==> config.mk <==
export PLATFORM = sky130hd
export DESIGN_NAME = shift_reg_input
export DESIGN_NICKNAME = d
export VERILOG_FILES = /design/src/rtl/shift_reg_input_pkg.sv /design/src/rtl/seg_to_hex.sv /design/src/rtl/shift_reg_input.sv
export VERILOG_INCLUDE_DIRS = /design/src /design/src/rtl
export SDC_FILE = /design/constraint.sdc
export NUM_CORES = 1
export LEC_CHECK = 0
export CORE_UTILIZATION = 25
export CTS_BUF_LIST = sky130_fd_sc_hd__clkbuf_16
export DETAILED_ROUTE_END_ITERATION = 8
export SYNTH_ARGS = -nofsm -noshare
export SYNTH_HDL_FRONTEND = slang
export SYNTH_SLANG_ARGS = --single-unit
==> constraint.sdc <==
create_clock -name i_clk -period 3.1 [get_ports i_clk]
set_clock_uncertainty 0.05 [all_clocks]
set_input_delay 0.93 -clock i_clk [delete_from_list [all_inputs] [get_ports i_clk]]
set_output_delay 0.93 -clock i_clk [all_outputs]
set_load 0.02 [all_outputs]
==> src/rtl/seven_seg_defs.vh <==
// Shared seven-segment and FSM definitions for the serial display link.
//
// Included inside a package body, so everything here is a package-scope
// localparam. The encoder side of the link uses the same glyph table, so
// a word built there decodes here without translation.
//
// Glyph encoding is {dp, g, f, e, d, c, b, a}, active high, dp always 0.
// FSM encodings: IDLE=0, SHIFT=1, FULL=2, OVER=3.

`ifndef SEVEN_SEG_DEFS_VH
`define SEVEN_SEG_DEFS_VH

localparam logic [7:0] GLYPH_0 = 8'h3F;
localparam logic [7:0] GLYPH_1 = 8'h06;
localparam logic [7:0] GLYPH_2 = 8'h5B;
localparam logic [7:0] GLYPH_3 = 8'h4F;
localparam logic [7:0] GLYPH_4 = 8'h66;
localparam logic [7:0] GLYPH_5 = 8'h6D;
localparam logic [7:0] GLYPH_6 = 8'h7D;
localparam logic [7:0] GLYPH_7 = 8'h07;
localparam logic [7:0] GLYPH_8 = 8'h7F;
localparam logic [7:0] GLYPH_9 = 8'h6F;
localparam logic [7:0] GLYPH_A = 8'h77;
localparam logic [7:0] GLYPH_B = 8'h7C;
localparam logic [7:0] GLYPH_C = 8'h39;
localparam logic [7:0] GLYPH_D = 8'h5E;
localparam logic [7:0] GLYPH_E = 8'h79;
localparam logic [7:0] GLYPH_F = 8'h71;

// Index i holds the glyph that displays hex digit i.
localparam logic [7:0] GLYPH_TABLE [16] = '{
    GLYPH_0, GLYPH_1, GLYPH_2, GLYPH_3, GLYPH_4, GLYPH_5, GLYPH_6, GLYPH_7,
    GLYPH_8, GLYPH_9, GLYPH_A, GLYPH_B, GLYPH_C, GLYPH_D, GLYPH_E, GLYPH_F
};

localparam logic [1:0] ST_IDLE  = 2'd0;
localparam logic [1:0] ST_SHIFT = 2'd1;
localparam logic [1:0] ST_FULL  = 2'd2;
localparam logic [1:0] ST_OVER  = 2'd3;

`endif

==> src/rtl/shift_reg_input_pkg.sv <==
// Package for the shift_reg_input serial receiver.
//
// Pulls in the shared glyph table and state encodings from seven_seg_defs.vh
// and wraps the encodings in the FSM state type. Also provides the digit
// select decoder used when SHIFT_REG_INPUT_SEG_DECODE_EN is defined.

package shift_reg_input_pkg;

`include "seven_seg_defs.vh"

    typedef enum logic [1:0] {
        IDLE  = ST_IDLE,
        SHIFT = ST_SHIFT,
        FULL  = ST_FULL,
        OVER  = ST_OVER
    } state_t;

    // Returns {ok, index}. Only a single bit set within bits 0..2 is a
    // legal select; anything else (zero, multi-hot, bits 3..7) is rejected.
    function automatic logic [2:0] decode_select(input logic [7:0] sel_byte);
        logic [2:0] result;
        case (sel_byte)
            8'h01:   result = 3'b1_00;
            8'h02:   result = 3'b1_01;
            8'h04:   result = 3'b1_10;
            default: result = 3'b0_00;
        endcase
        return result;
    endfunction

endpackage

==> src/rtl/seg_to_hex.sv <==
// Combinational seven-segment glyph to hex nibble decoder.
//
// Ports:
//   segments  in   8  glyph byte {dp,g,f,e,d,c,b,a}
//   nibble    out  4  hex value of the glyph (0 when not a glyph)
//   valid     out  1  segments matched one of the 16 glyphs
//
// Instantiated by shift_reg_input only when SHIFT_REG_INPUT_SEG_DECODE_EN
// is defined.

module seg_to_hex
    import shift_reg_input_pkg::*;
(
    input  logic [7:0] segments,
    output logic [3:0] nibble,
    output logic       valid
);

    // All 16 glyphs are distinct, so at most one table entry can match.
    always_comb begin
        nibble = 4'd0;
        valid  = 1'b0;
        for (int i = 0; i < 16; i++) begin
            if (segments == GLYPH_TABLE[i]) begin
                nibble = 4'(i);
                valid  = 1'b1;
            end
        end
    end

endmodule

==> src/rtl/shift_reg_input.sv <==
// Receive end of the 3-wire serial link (data, data clock, latch).
//
// The three wires are asynchronous to i_clk. Each passes a SYNC_STAGES-deep
// synchronizer and a registered rising-edge detector; the FSM then shifts
// in one bit per data-clock edge and commits the word on a latch edge.
// A word is good only if exactly 2**DATA_WIDTH bits arrived since the last
// latch, timeout or reset. Extra bits keep shifting (last N kept) but the
// frame is still rejected, like a 74HC595 that was over-clocked.
//
// Optional feature macro: SHIFT_REG_INPUT_SEG_DECODE_EN
//   When defined, each committed word is decoded as {select byte, glyph
//   byte} into a digit index and hex value. When undefined the decode
//   outputs are tied to 0.
//
// Ports:
//   i_clk         in   1   system clock
//   i_reset_n     in   1   asynchronous reset, active low
//   i_data_val    in   1   serial data (async)
//   i_data_clock  in   1   serial shift clock (async), data taken on rise
//   i_latch       in   1   latch strobe (async), frame committed on rise
//   o_value       out  N   last good frame, MSB = first bit received
//   o_valid       out  1   one-cycle pulse, o_value updated
//   o_frame_err   out  1   one-cycle pulse, bad bit count at latch/timeout
//   o_busy        out  1   a frame is in progress
//   o_digit_val   out  4   decoded hex digit
//   o_digit_sel   out  2   decoded digit index
//   o_decode_err  out  1   last committed word was not decodable

module shift_reg_input
    import shift_reg_input_pkg::*;
#(
    parameter int DATA_WIDTH    = 4,
    parameter int SYNC_STAGES   = 2,
    parameter int FRAME_TIMEOUT = 4096
) (
    input  logic                       i_clk,
    input  logic                       i_reset_n,
    input  logic                       i_data_val,
    input  logic                       i_data_clock,
    input  logic                       i_latch,
    output logic [2**DATA_WIDTH-1:0]   o_value,
    output logic                       o_valid,
    output logic                       o_frame_err,
    output logic                       o_busy,
    output logic [3:0]                 o_digit_val,
    output logic [1:0]                 o_digit_sel,
    output logic                       o_decode_err
);

    localparam int N  = 2**DATA_WIDTH;
    localparam int CW = DATA_WIDTH + 1;
    localparam int IW = $clog2(FRAME_TIMEOUT) + 1;

    localparam logic [CW-1:0] CNT_FULL   = CW'(N);
    localparam logic [CW-1:0] CNT_OVER   = CW'(N + 1);
    localparam logic [IW-1:0] IDLE_LIMIT = IW'(FRAME_TIMEOUT - 1);

    if (SYNC_STAGES < 2) begin : g_sync_check
        $error("shift_reg_input: SYNC_STAGES must be at least 2");
    end

    // Bit order in every synchronizer stage: {latch, data clock, data}.
    logic [2:0] raw_in;
    assign raw_in = {i_latch, i_data_clock, i_data_val};

    // Plain flop chain per input; each stage lives in its own generate
    // scope so no array is driven from more than one process.
    for (genvar g = 0; g < SYNC_STAGES; g++) begin : g_sync
        logic [2:0] q;
        if (g == 0) begin : g_first
            always_ff @(posedge i_clk or negedge i_reset_n) begin
                if (!i_reset_n) q <= 3'b000;
                else            q <= raw_in;
            end
        end else begin : g_next
            always_ff @(posedge i_clk or negedge i_reset_n) begin
                if (!i_reset_n) q <= 3'b000;
                else            q <= g_sync[g-1].q;
            end
        end
    end

    logic [2:0] sync_out;
    assign sync_out = g_sync[SYNC_STAGES-1].q;

    logic [2:0] sync_prev;
    logic       dclk_rise;
    logic       latch_rise;
    logic       data_bit;

    // Registered edge detect. data_bit is registered alongside so the bit
    // shifted in is the one present when the data clock was seen rising.
    always_ff @(posedge i_clk or negedge i_reset_n) begin
        if (!i_reset_n) begin
            sync_prev  <= 3'b000;
            dclk_rise  <= 1'b0;
            latch_rise <= 1'b0;
            data_bit   <= 1'b0;
        end else begin
            sync_prev  <= sync_out;
            dclk_rise  <= sync_out[1] & ~sync_prev[1];
            latch_rise <= sync_out[2] & ~sync_prev[2];
            data_bit   <= sync_out[0];
        end
    end

    state_t          state;
    logic [N-1:0]    sr;
    logic [CW-1:0]   count;
    logic [IW-1:0]   idle_cnt;

    state_t          state_next;
    logic [N-1:0]    sr_next;
    logic [CW-1:0]   count_next;
    logic            commit;
    logic            timeout;

    // Effect of a data-clock edge alone. The latch decision below looks at
    // these values, so a shift and a latch in the same cycle count the
    // shifted bit before judging the frame.
    always_comb begin
        sr_next    = sr;
        count_next = count;
        state_next = state;
        if (dclk_rise) begin
            sr_next = {sr[N-2:0], data_bit};
            case (state)
                IDLE: begin
                    count_next = CW'(1);
                    state_next = SHIFT;
                end
                SHIFT: begin
                    count_next = count + 1'b1;
                    state_next = (count + 1'b1 == CNT_FULL) ? FULL : SHIFT;
                end
                FULL, OVER: begin
                    count_next = CNT_OVER;
                    state_next = OVER;
                end
                default: begin
                    count_next = CNT_OVER;
                    state_next = OVER;
                end
            endcase
        end
    end

    assign commit  = latch_rise && (count_next == CNT_FULL);
    assign timeout = !latch_rise && !dclk_rise && (state != IDLE)
                     && (idle_cnt == IDLE_LIMIT);

    // Main FSM. Latch wins over timeout; a data-clock edge restarts the
    // idle counter, so a timeout can only fire on an otherwise quiet cycle.
    always_ff @(posedge i_clk or negedge i_reset_n) begin
        if (!i_reset_n) begin
            state       <= IDLE;
            sr          <= '0;
            count       <= '0;
            idle_cnt    <= '0;
            o_value     <= '0;
            o_valid     <= 1'b0;
            o_frame_err <= 1'b0;
        end else begin
            o_valid     <= 1'b0;
            o_frame_err <= 1'b0;
            sr          <= sr_next;
            if (latch_rise) begin
                state    <= IDLE;
                count    <= '0;
                idle_cnt <= '0;
                if (commit) begin
                    o_value <= sr_next;
                    o_valid <= 1'b1;
                end else begin
                    o_frame_err <= 1'b1;
                end
            end else if (timeout) begin
                state       <= IDLE;
                count       <= '0;
                idle_cnt    <= '0;
                o_frame_err <= 1'b1;
            end else begin
                state    <= state_next;
                count    <= count_next;
                idle_cnt <= (dclk_rise || state == IDLE) ? '0 : idle_cnt + 1'b1;
            end
        end
    end

    assign o_busy = (state != IDLE);

`ifdef SHIFT_REG_INPUT_SEG_DECODE_EN
    if (DATA_WIDTH != 4) begin : g_decode_bad
        $error("shift_reg_input: SHIFT_REG_INPUT_SEG_DECODE_EN needs DATA_WIDTH == 4");
        assign o_digit_val  = 4'd0;
        assign o_digit_sel  = 2'd0;
        assign o_decode_err = 1'b0;
    end else begin : g_decode
        logic [3:0] glyph_nibble;
        logic       glyph_ok;
        logic [2:0] sel_dec;

        // Decode straight from the word being committed so the digit
        // outputs change on the same edge that raises o_valid.
        seg_to_hex u_seg_to_hex (
            .segments (sr_next[7:0]),
            .nibble   (glyph_nibble),
            .valid    (glyph_ok)
        );

        assign sel_dec = decode_select(sr_next[15:8]);

        // Outputs only move on a good frame; rejected frames leave the
        // previous decode in place.
        always_ff @(posedge i_clk or negedge i_reset_n) begin
            if (!i_reset_n) begin
                o_digit_val  <= 4'd0;
                o_digit_sel  <= 2'd0;
                o_decode_err <= 1'b0;
            end else if (commit) begin
                if (glyph_ok && sel_dec[2]) begin
                    o_digit_val  <= glyph_nibble;
                    o_digit_sel  <= sel_dec[1:0];
                    o_decode_err <= 1'b0;
                end else begin
                    o_digit_val  <= 4'd0;
                    o_digit_sel  <= 2'd0;
                    o_decode_err <= 1'b1;
                end
            end
        end
    end
`else
    assign o_digit_val  = 4'd0;
    assign o_digit_sel  = 2'd0;
    assign o_decode_err = 1'b0;
`endif

endmodule

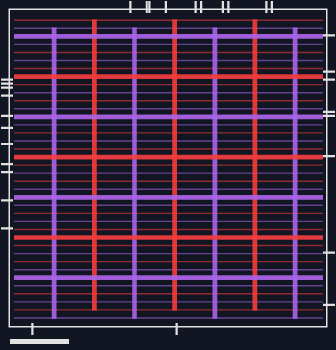
Figure 1: floorplan with the power grid.
Scale bar: 20 um. Pins as bars on the die edge.
| color | net |
|---|---|
| purple | VSS |
| red | VDD |
signal pins: 31
met5 straps: 7
rows: 37
Die H: 107 um
core area: 10500 um^2
peak supply drop: 0.000336 V

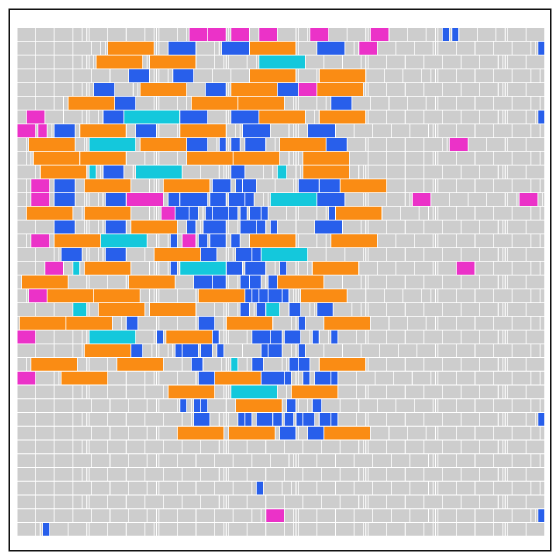
Figure 2: cells colored by class.
Fill, decap, tap and diode cells in gray.
| color | class | cells | share of their area |
|---|---|---|---|
| blue | all other logic | 135 | 32% |
| orange | flip-flops | 65 | 51% |
| magenta | other buffers and delay cells | 26 | 8.2% |
| cyan | clock drivers and dummy loads | 16 | 9.0% |
Finished Core Util: 31.9%
Cell Rows: 37

==> qor.yml <==
status:
  outcome: "complete, no violations"
flow_run:
  cap_violations: 0
clock_tree:
  cts_htree_levels: 3
  cts_resized: 0
  cts_sinks: 65
place:
  port_buffers: 23
  dp_hpwl_um: 2970
  dpl.cell_count: 362
timing:
  hold_viol: 0
  fin_ws_ps: 511
  max_freq_ghz: 0.386
  slew_headroom_pct: 55.7
  setup_violations: 0
  setup-tns-final_ps: 0
  grt_setup_unrepaired: "false"
  period_needed_ps: 2590
floorplanning:
  io_pins: 31
  die_x_um: 107
  die-area_um2: 11400
final_layout:
  reg_top3: "o_value x16, sr x16, idle_cnt x13"
  final_layout_top_logic_cells: "dfrtp_1, mux2_2, clkdlybuf4s50_1"
  logic_gate_count: 131
  sh_comb_area_pct: 29.6
  clkbuf_count: 9
  num-nonclk-inverters: 4
  ff_latch_area_um2: 1630
yosys:
  ys_seq_share_pct: 59.2
  synthArstFlopShare_pct: 100
  mux_area_share_pct: 15.3
  yosysUniqueCellTypes: 40
  synth_area_per_cell_um2: 13.2
global_route:
  grt_start_max_net_pins: 38
  grt_pass1_vias: 1616
critical_path:
  worstSetupPathDepth: 6
  r2r.worst_path.cells: 6
  crit_path_max_incr_delay_ps: 480
  crit_chain: "nor2b_1 > a41oi_1 > a211o_1 > or4b_1 > buf_4 > mux2_4"
  path_max_fanout: 17
min_path:
  min_path_type: "flop to flop"
  worstHoldStart: "g_sync[0].q[2]"
  hold_depth: 0
routing:
  drtIter0Drc: 98
  wl_per_cell_um: 11.6
power:
  powerDensity_nw_per_um2: 642
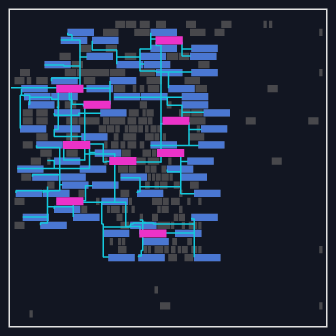
Figure 3: clock distribution.
[blue] flip-flops | count: 65
[magenta] cells driving clock nets | count: 9
[cyan] clock wires | length: 823 um
routed clock nets: 10
Power Clock: 0.956 mW
Clock Latency Late Sink: 320 ps

-- layer usage --
layer  track usage [%]  share of wire (%)  vias up
met2              12.9                 45       27
met1              11.5                 49      801
met5                 0                  0        -
li1                  -                  -      765
met3              2.67                3.3       14
met4              4.40                2.4        0
-- power by group --
| group | internal [mW] | total, mW | switching [mW] |
|---|---|---|---|
| Sequential | 0.948 | 1.00 | 0.0548 |
| Clock | 0.611 | 0.956 | 0.345 |
| Combinational | 0.0949 | 0.190 | 0.0948 |
| Total | 1.65 | 2.15 | 0.495 |
-- synth_stat cells, types with 4 or more instances --
master	n
dfrtp_1	65
mux2_2	24
nor2_1	16
nand2_1	13
mux2_4	10
buf_4	7
nand3_1	7
xor2_1	7
a21oi_1	5
nor3_1	5
buf_6	4
inv_1	4
nor2b_1	4
xnor2_1	4
Power figures rest on the tool's default switching activity, not on a simulated workload.
